**Port wiring**

(4 px per micron)
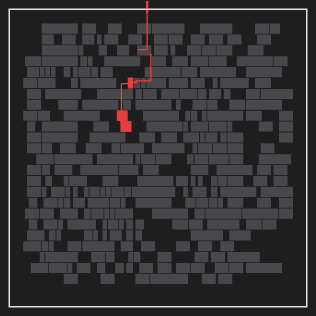
**Signal wires by layer**

(4 px per micron)
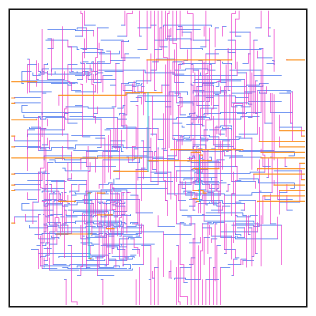
**Sequential cells colored by netlist name**

(4 px per micron) Other sequential cells in the stronger gray, the rest of the logic in the fainter gray.
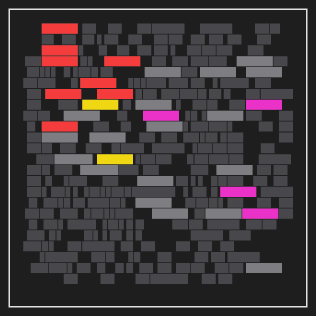
**Congestion heat map**

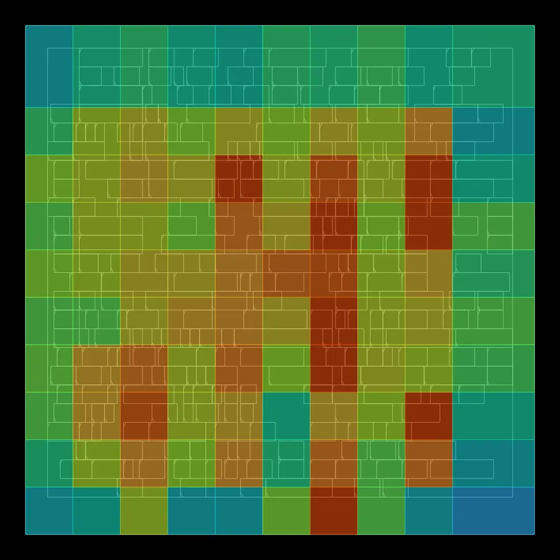
**src/rtl/alu_rr_scheduler_pkg.sv**
```systemverilog
// Shared definitions for the round-robin ALU scheduler: opcodes and FSM states.
package alu_pkg;

  localparam int unsigned OP_W = 2;

  localparam logic [OP_W-1:0] OP_ADD = 2'd0;
  localparam logic [OP_W-1:0] OP_SUB = 2'd1;
  localparam logic [OP_W-1:0] OP_AND = 2'd2;
  localparam logic [OP_W-1:0] OP_OR  = 2'd3;

  typedef enum logic [1:0] {
    IDLE = 2'd0,
    EXEC = 2'd1,
    RESP = 2'd2
  } state_t;

endpackage

```
**src/rtl/alu_rr_scheduler_if.sv**
```systemverilog
// Request/response bundle between the issuing units and the ALU scheduler.
interface alu_rr_scheduler_if
  import alu_pkg::*;
#(
  parameter int unsigned NUM_REQ = 4,
  parameter int unsigned WIDTH   = 4,
  parameter int unsigned OP_W_P  = OP_W,
  parameter int unsigned CNT_W   = 8,
  parameter int unsigned ID_W    = $clog2(NUM_REQ)
);

  logic [NUM_REQ-1:0]        req_valid;
  logic [NUM_REQ-1:0]        req_ready;
  logic [NUM_REQ*WIDTH-1:0]  req_a;
  logic [NUM_REQ*WIDTH-1:0]  req_b;
  logic [NUM_REQ*OP_W_P-1:0] req_op;
  logic                      rsp_valid;
  logic                      rsp_ready;
  logic [ID_W-1:0]           rsp_id;
  logic [WIDTH-1:0]          rsp_result;
  logic                      busy;
  logic [CNT_W-1:0]          ops_done;

  modport master (
    output req_valid, req_a, req_b, req_op, rsp_ready,
    input  req_ready, rsp_valid, rsp_id, rsp_result, busy, ops_done
  );

  modport slave (
    input  req_valid, req_a, req_b, req_op, rsp_ready,
    output req_ready, rsp_valid, rsp_id, rsp_result, busy, ops_done
  );

endinterface

```
**src/rtl/alu_rr_scheduler_alu.sv**
```systemverilog
// Shared combinational ALU: modular add/sub and bitwise and/or.
module alu
  import alu_pkg::*;
#(
  parameter int unsigned WIDTH = 4
) (
  input  logic [WIDTH-1:0] a,
  input  logic [WIDTH-1:0] b,
  input  logic [OP_W-1:0]  op,
  output logic [WIDTH-1:0] y
);

  always_comb begin
    y = '0;
    case (op)
      OP_ADD:  y = a + b;
      OP_SUB:  y = a - b;
      OP_AND:  y = a & b;
      OP_OR:   y = a | b;
      default: y = '0;
    endcase
  end

endmodule

```
**src/rtl/alu_rr_scheduler_arb.sv**
```systemverilog
// Round-robin arbiter: first requester after ptr (modulo NUM_REQ) wins.
module rr_arbiter #(
  parameter int unsigned NUM_REQ = 4,
  parameter int unsigned ID_W    = $clog2(NUM_REQ)
) (
  input  logic [NUM_REQ-1:0] req,
  input  logic [ID_W-1:0]    ptr,
  output logic [NUM_REQ-1:0] grant,
  output logic [ID_W-1:0]    grant_idx,
  output logic               grant_any
);

  int unsigned idx;

  always_comb begin
    grant     = '0;
    grant_idx = '0;
    grant_any = 1'b0;
    idx       = 0;
    for (int unsigned k = 1; k <= NUM_REQ; k++) begin
      idx = (32'(ptr) + k) % NUM_REQ;
      if (!grant_any && req[idx]) begin
        grant_any  = 1'b1;
        grant[idx] = 1'b1;
        grant_idx  = ID_W'(idx);
      end
    end
  end

endmodule

```
**src/rtl/alu_rr_scheduler.sv**
```systemverilog
// Round-robin scheduler sharing one ALU among NUM_REQ requesters;
// one op in flight, result returned tagged with the requester id.
module alu_rr_scheduler
  import alu_pkg::*;
#(
  parameter int unsigned NUM_REQ = 4,
  parameter int unsigned WIDTH   = 4,
  parameter int unsigned CNT_W   = 8
) (
  input logic              clk,
  input logic              rst_n,
  alu_rr_scheduler_if.slave bus
);

  localparam int unsigned ID_W = $clog2(NUM_REQ);

  state_t             state;
  logic [ID_W-1:0]    rr_ptr;
  logic [ID_W-1:0]    cap_id;
  logic [WIDTH-1:0]   cap_a;
  logic [WIDTH-1:0]   cap_b;
  logic [OP_W-1:0]    cap_op;
  logic [WIDTH-1:0]   alu_y;
  logic [NUM_REQ-1:0] grant;
  logic [ID_W-1:0]    grant_idx;
  logic               grant_any;
  logic               accept_c;
  logic [WIDTH-1:0]   sel_a;
  logic [WIDTH-1:0]   sel_b;
  logic [OP_W-1:0]    sel_op;

  logic               rsp_valid_q;
  logic [ID_W-1:0]    rsp_id_q;
  logic [WIDTH-1:0]   rsp_result_q;
  logic               busy_q;
  logic [CNT_W-1:0]   ops_done_q;

  rr_arbiter #(.NUM_REQ(NUM_REQ), .ID_W(ID_W)) u_arb (
    .req       (bus.req_valid),
    .ptr       (rr_ptr),
    .grant     (grant),
    .grant_idx (grant_idx),
    .grant_any (grant_any)
  );

  // Grant is only offered while idle and out of reset, so ready stays 0 in reset.
  assign accept_c      = (state == IDLE) && rst_n && grant_any;
  assign bus.req_ready = accept_c ? grant : '0;

  assign sel_a  = bus.req_a[grant_idx*WIDTH +: WIDTH];
  assign sel_b  = bus.req_b[grant_idx*WIDTH +: WIDTH];
  assign sel_op = bus.req_op[grant_idx*OP_W +: OP_W];

  alu #(.WIDTH(WIDTH)) u_alu (
    .a  (cap_a),
    .b  (cap_b),
    .op (cap_op),
    .y  (alu_y)
  );

  // Capture -> execute -> respond; rr_ptr advances only on response handshake.
  always_ff @(posedge clk or negedge rst_n) begin
    if (!rst_n) begin
      state        <= IDLE;
      rr_ptr       <= ID_W'(NUM_REQ - 1);
      cap_id       <= '0;
      cap_a        <= '0;
      cap_b        <= '0;
      cap_op       <= '0;
      rsp_valid_q  <= 1'b0;
      rsp_id_q     <= '0;
      rsp_result_q <= '0;
      busy_q       <= 1'b0;
      ops_done_q   <= '0;
    end else begin
      case (state)
        IDLE: begin
          if (accept_c) begin
            cap_a  <= sel_a;
            cap_b  <= sel_b;
            cap_op <= sel_op;
            cap_id <= grant_idx;
            busy_q <= 1'b1;
            state  <= EXEC;
          end
        end
        EXEC: begin
          rsp_result_q <= alu_y;
          rsp_id_q     <= cap_id;
          rsp_valid_q  <= 1'b1;
          state        <= RESP;
        end
        RESP: begin
          if (bus.rsp_ready) begin
            rsp_valid_q <= 1'b0;
            rr_ptr      <= rsp_id_q;
            ops_done_q  <= ops_done_q + CNT_W'(1);
            busy_q      <= 1'b0;
            state       <= IDLE;
          end
        end
        default: state <= IDLE;
      endcase
    end
  end

  assign bus.rsp_valid  = rsp_valid_q;
  assign bus.rsp_id     = rsp_id_q;
  assign bus.rsp_result = rsp_result_q;
  assign bus.busy       = busy_q;
  assign bus.ops_done   = ops_done_q;

endmodule

```
**src/flat_wrapper.sv**
```systemverilog
// flat-port wrapper written by rule: the top's interface ports become plain ports
module alu_rr_scheduler_flat import alu_pkg::*;
#(
  parameter int unsigned NUM_REQ = 4,
  parameter int unsigned WIDTH   = 4,
  parameter int unsigned CNT_W   = 8
)
  (clk, rst_n, bus_req_valid, bus_req_a, bus_req_b, bus_req_op, bus_rsp_ready, bus_req_ready, bus_rsp_valid, bus_rsp_id, bus_rsp_result, bus_busy, bus_ops_done);
  alu_rr_scheduler_if #(.NUM_REQ(NUM_REQ), .WIDTH(WIDTH), .CNT_W(CNT_W)) bus_i ();
  input logic clk;
  input logic rst_n;
  input wire logic [$bits(bus_i.req_valid)-1:0] bus_req_valid;
  input wire logic [$bits(bus_i.req_a)-1:0] bus_req_a;
  input wire logic [$bits(bus_i.req_b)-1:0] bus_req_b;
  input wire logic [$bits(bus_i.req_op)-1:0] bus_req_op;
  input wire logic [$bits(bus_i.rsp_ready)-1:0] bus_rsp_ready;
  output wire logic [$bits(bus_i.req_ready)-1:0] bus_req_ready;
  output wire logic [$bits(bus_i.rsp_valid)-1:0] bus_rsp_valid;
  output wire logic [$bits(bus_i.rsp_id)-1:0] bus_rsp_id;
  output wire logic [$bits(bus_i.rsp_result)-1:0] bus_rsp_result;
  output wire logic [$bits(bus_i.busy)-1:0] bus_busy;
  output wire logic [$bits(bus_i.ops_done)-1:0] bus_ops_done;
  assign bus_i.req_valid = bus_req_valid;
  assign bus_i.req_a = bus_req_a;
  assign bus_i.req_b = bus_req_b;
  assign bus_i.req_op = bus_req_op;
  assign bus_i.rsp_ready = bus_rsp_ready;
  assign bus_req_ready = bus_i.req_ready;
  assign bus_rsp_valid = bus_i.rsp_valid;
  assign bus_rsp_id = bus_i.rsp_id;
  assign bus_rsp_result = bus_i.rsp_result;
  assign bus_busy = bus_i.busy;
  assign bus_ops_done = bus_i.ops_done;
  alu_rr_scheduler #(.NUM_REQ(NUM_REQ), .WIDTH(WIDTH), .CNT_W(CNT_W)) u_core (.clk(clk), .rst_n(rst_n), .bus(bus_i));
endmodule
```
**config.mk**
```make
export PLATFORM = sky130hd
export DESIGN_NAME = alu_rr_scheduler_flat
export DESIGN_NICKNAME = d
export VERILOG_FILES = /design/src/rtl/alu_rr_scheduler_pkg.sv /design/src/rtl/alu_rr_scheduler_if.sv /design/src/rtl/alu_rr_scheduler_alu.sv /design/src/rtl/alu_rr_scheduler_arb.sv /design/src/rtl/alu_rr_scheduler.sv /design/src/flat_wrapper.sv
export SDC_FILE = /design/constraint.sdc
export NUM_CORES = 1
export LEC_CHECK = 0
export ABC_CLOCK_PERIOD_IN_PS = 6900
export CAP_MARGIN = 10
export CORE_MARGIN = 3
export CORE_UTILIZATION = 52
export CTS_CLUSTER_SIZE = 16
export DETAILED_ROUTE_END_ITERATION = 6
export GPL_ROUTABILITY_DRIVEN = 0
export PLACE_DENSITY_LB_ADDON = 0.25
export SYNTH_ARGS = -nofsm -noshare
export SYNTH_HDL_FRONTEND = slang
export SYNTH_HIERARCHICAL = 1
export SYNTH_SLANG_ARGS = --single-unit
```
**constraint.sdc**
```tcl
create_clock -name clk -period 6.9 [get_ports clk]
set_clock_uncertainty 0.05 [all_clocks]
set_input_delay 1.38 -clock clk [delete_from_list [all_inputs] [get_ports clk]]
set_output_delay 1.38 -clock clk [all_outputs]
set_load 0.005 [all_outputs]
```
==> results_dict.tcl <==
# implementation run metrics
set metrics [dict create \
    outcome "completed" \
    layout_setup_ws_ns 1.72 \
    min_period_over_period_pct 75.1 \
    xor_share_pct 3.64 \
    cts_hold_buf 0 \
    final_layout_size_suffix_gt1_share_pct 20.3 \
    top_logic_kind "multiplexers" \
    start_kind "input port" \
    ff2ff_path_depth 7 \
    layout.cells.non_filler 333 \
    ys_ff 32 \
    rsz0062_at_grt "false" \
    simple_gate_share_pct 13.4 \
    cts_buffers 5 \
    hold_path.class "reg -> reg" \
    mostFrequentLayoutCells "clkdlybuf4s50_1, dfrtp_1, nand2_1, mux2_2, ha_1" \
    hold_violations 0 \
    cts.sinks 32 \
    fp-row-count 24 \
    tightest_slew_ns 0.820 \
    insertion_delay_ns 0.28 \
    drt-initial-drc-count 113 \
    dpl.hpwl_microns 4150 \
    synth.avg_cell_area_sq_um 11.2 \
    mux_area_share_pct 23.6 \
    core_area_sq_um 4410 \
    synth_seq_share_pct 33.4 \
    hold_start "u_core/bus.ops_done[7]" \
    synth_cell_types 56 \
    ys_warn_count 6 \
    die-area_sq_um 5480 \
    crit_top_cell "clkdlybuf4s50_1" \
    grt_pass1_wl_microns 8980 \
    ys_sh_adder_pct 9.46 \
    via_per_inst 5.71 \
    die_x_microns 74.0 \
    cts_setup_buffers 0 \
    yosys-stat-area_sq_um 2410 \
    fp_util_pct 54.5 \
    r2r-start "u_core/rr_ptr[0]" \
    path_clk_slew_ns 0.07 \
    drv_slew 0 \
    cp_max_fo 10 \
    lay_top_count "clkdlybuf4s50_1" \
    power_mw 1.48 \
    warnings 35 \
    cp-end-kind "output pin" \
    r2r_slack_ns 3.34 \
    placed_area_sq_um 3060 \
    worstSetupEndpoint "bus_req_ready[0]" \
    synth_area_sq_um 2410 \
    worstSetupPathDepth 8 \
    antenna_left 0 \
    place_ws_ns 1.68 \
    period_needed_ns 5.18 \
    largest_register_ffs 8 \
    setup_viol 0 \
    edf_count 0 \
    crit_family "buffers and inverters" \
    synth_async_sr_flop_share_pct 100 \
    syn_to_final_growth_pct 31.7 \
    power_density_nw_per_um2 468 \
    fillCellCount 332 \
    fmax_mhz 193 \
    worstHoldPathCells 1 \
    diodes 0 \
    drc 0 \
    clk_path_buf_depth 2 \
    grt_max_degree 34 \
    dr.pass1.iters 4 \
    wirelength_microns 5570 \
    crit_chain "clkdlybuf4s50_1, or3b_1, o21ai_1, a21oi_1, o22ai_2, a221o_1, and2_1, clkdlybuf4s50_1" \
    dp.cells 325 \
    hold_ws_ns 0.422 \
    rr_endpoint "u_core/cap_b[2]" \
    antenna_found_initial 0 \
    grt.overflow.total 0 \
    critPathLaunch "bus_req_valid[2]" \
    nets 343 \
    critPathArrivalTime_ns 3.75 \
    htreeDepth 2 \
    whs_endpoint "u_core/bus.ops_done[7]" \
    cts.root.buffer_cell "clkbuf_8" \
    max-vdd-ir-drop_v 0.000257 \
    critPathBufInv 2 \
    cp.required_ns 5.47 \
    maxCapViolCount 0 \
    timing.setup.tns_ns 0 \
    cts_tree "built" \
    ys_cells 215 \
    leakage_nw 1.32 \
    synth_cells 215 \
    fp_nets 278 \
    cts-resized-gates 0 \
    crit_type "in -> out" \
    grt_pass1_vias 1984 \
    die_h_microns 74.0 \
    critPathSlowestCell "clkdlybuf4s50_1" \
    final_area_sq_um 3170 \
    slowest_delay_ns 0.67 \
    ys.flop_type "dfrtp_1" \
    max-slew-margin-rel_pct 45.3 \
    ys_sh_aoi_pct 11.6 \
]
## Picture notes: 'port wiring'
[red] `bus_rsp_ready` | direction: input | edge: top | end cells: 3 | wire: 38.3 microns
io pins: 67
quantity of I/O buffers inserted on ports: 66

## Picture notes: 'signal wires by layer'
[magenta] M2 | wire length: 2960 microns
[orange] M3 | wire length: 289 microns
[blue] M1 | wire length: 2280 microns
[cyan] M4 | wire length: 47.6 microns
All-Layer GR Usage: 21.3%
total number of vias: 1902
per-cell routed wire length: 16.7 microns

## Picture notes: 'sequential cells colored by netlist name'
[magenta] `u_core/cap_a` | sequential cells: 4 | where: middle right
[yellow] `u_core/state` | sequential cells: 2
[red] `u_core/bus.ops_done` | sequential cells: 8 | where: upper left
not colored: 18
sequential logic power: 393 uW
Register Area: 803 sq um
post-layout util: 71.8%
flop share of the area: 25.3%

## Picture notes: 'congestion heat map'
GR met3 Demand/Resource: 5.81%
M1 GR Usage: 24.8%
GRT busiest layer: met2

-- cell type report --
| class | instances | area (sq um) | share of cell area, % |
|---|---|---|---|
| multi-input cells | 163 | 1480 | 46.8 |
| flip-flops and latches | 32 | 803 | 25.3 |
| repair buffers | 67 | 668 | 21.1 |
| clock buffers | 6 | 72.6 | 2.29 |
| well taps | 52 | 65.1 | 2.05 |
| inverters | 11 | 41.3 | 1.30 |
| clock inverters | 2 | 35.0 | 1.11 |
-- synth_stat cells (2+ instances only) --
master / number / share of area (%)
o21ai_1: 5 / 1.0
nand2_1: 22 / 3.4
nor2_1: 10 / 1.6
xnor2_1: 3 / 1.1
buf_2: 2 / 0.42
nor2b_1: 3 / 0.78
mux4_2: 10 / 9.4
buf_6: 5 / 2.3
a221o_1: 4 / 1.7
a21oi_1: 7 / 1.5
maj3_1: 2 / 0.83
inv_1: 10 / 1.6
a21boi_0: 2 / 0.62
nor3_1: 3 / 0.62
mux2_2: 22 / 10
nand3b_1: 2 / 0.62
nor3b_1: 2 / 0.62
mux2i_1: 3 / 1.2
dfrtp_1: 30 / 31
xor2_1: 7 / 2.5
o21ai_0: 4 / 0.83
nor4_1: 2 / 0.52
nand3_1: 3 / 0.62
or2_2: 2 / 0.52
dfstp_2: 2 / 2.2
and2_1: 4 / 1.0
ha_1: 15 / 7.8
-- per-layer routing --
| layer | global-route usage (%) | wire [microns] | up-vias |
|---|---|---|---|
| met3 | 5.81 | 288 | 7 |
| met1 | 24.8 | 2280 | 929 |
| met5 | 0 | 0 | - |
| li1 | - | - | 910 |
| met4 | 3.62 | 47 | 0 |
| met2 | 39.5 | 2960 | 56 |
-- report_power, final --
group | internal [mW] | switching, mW
Combinational | 0.501 | 0.413
Clock | 0.107 | 0.0684
Sequential | 0.278 | 0.114
Power and IR drop assume default switching activity.
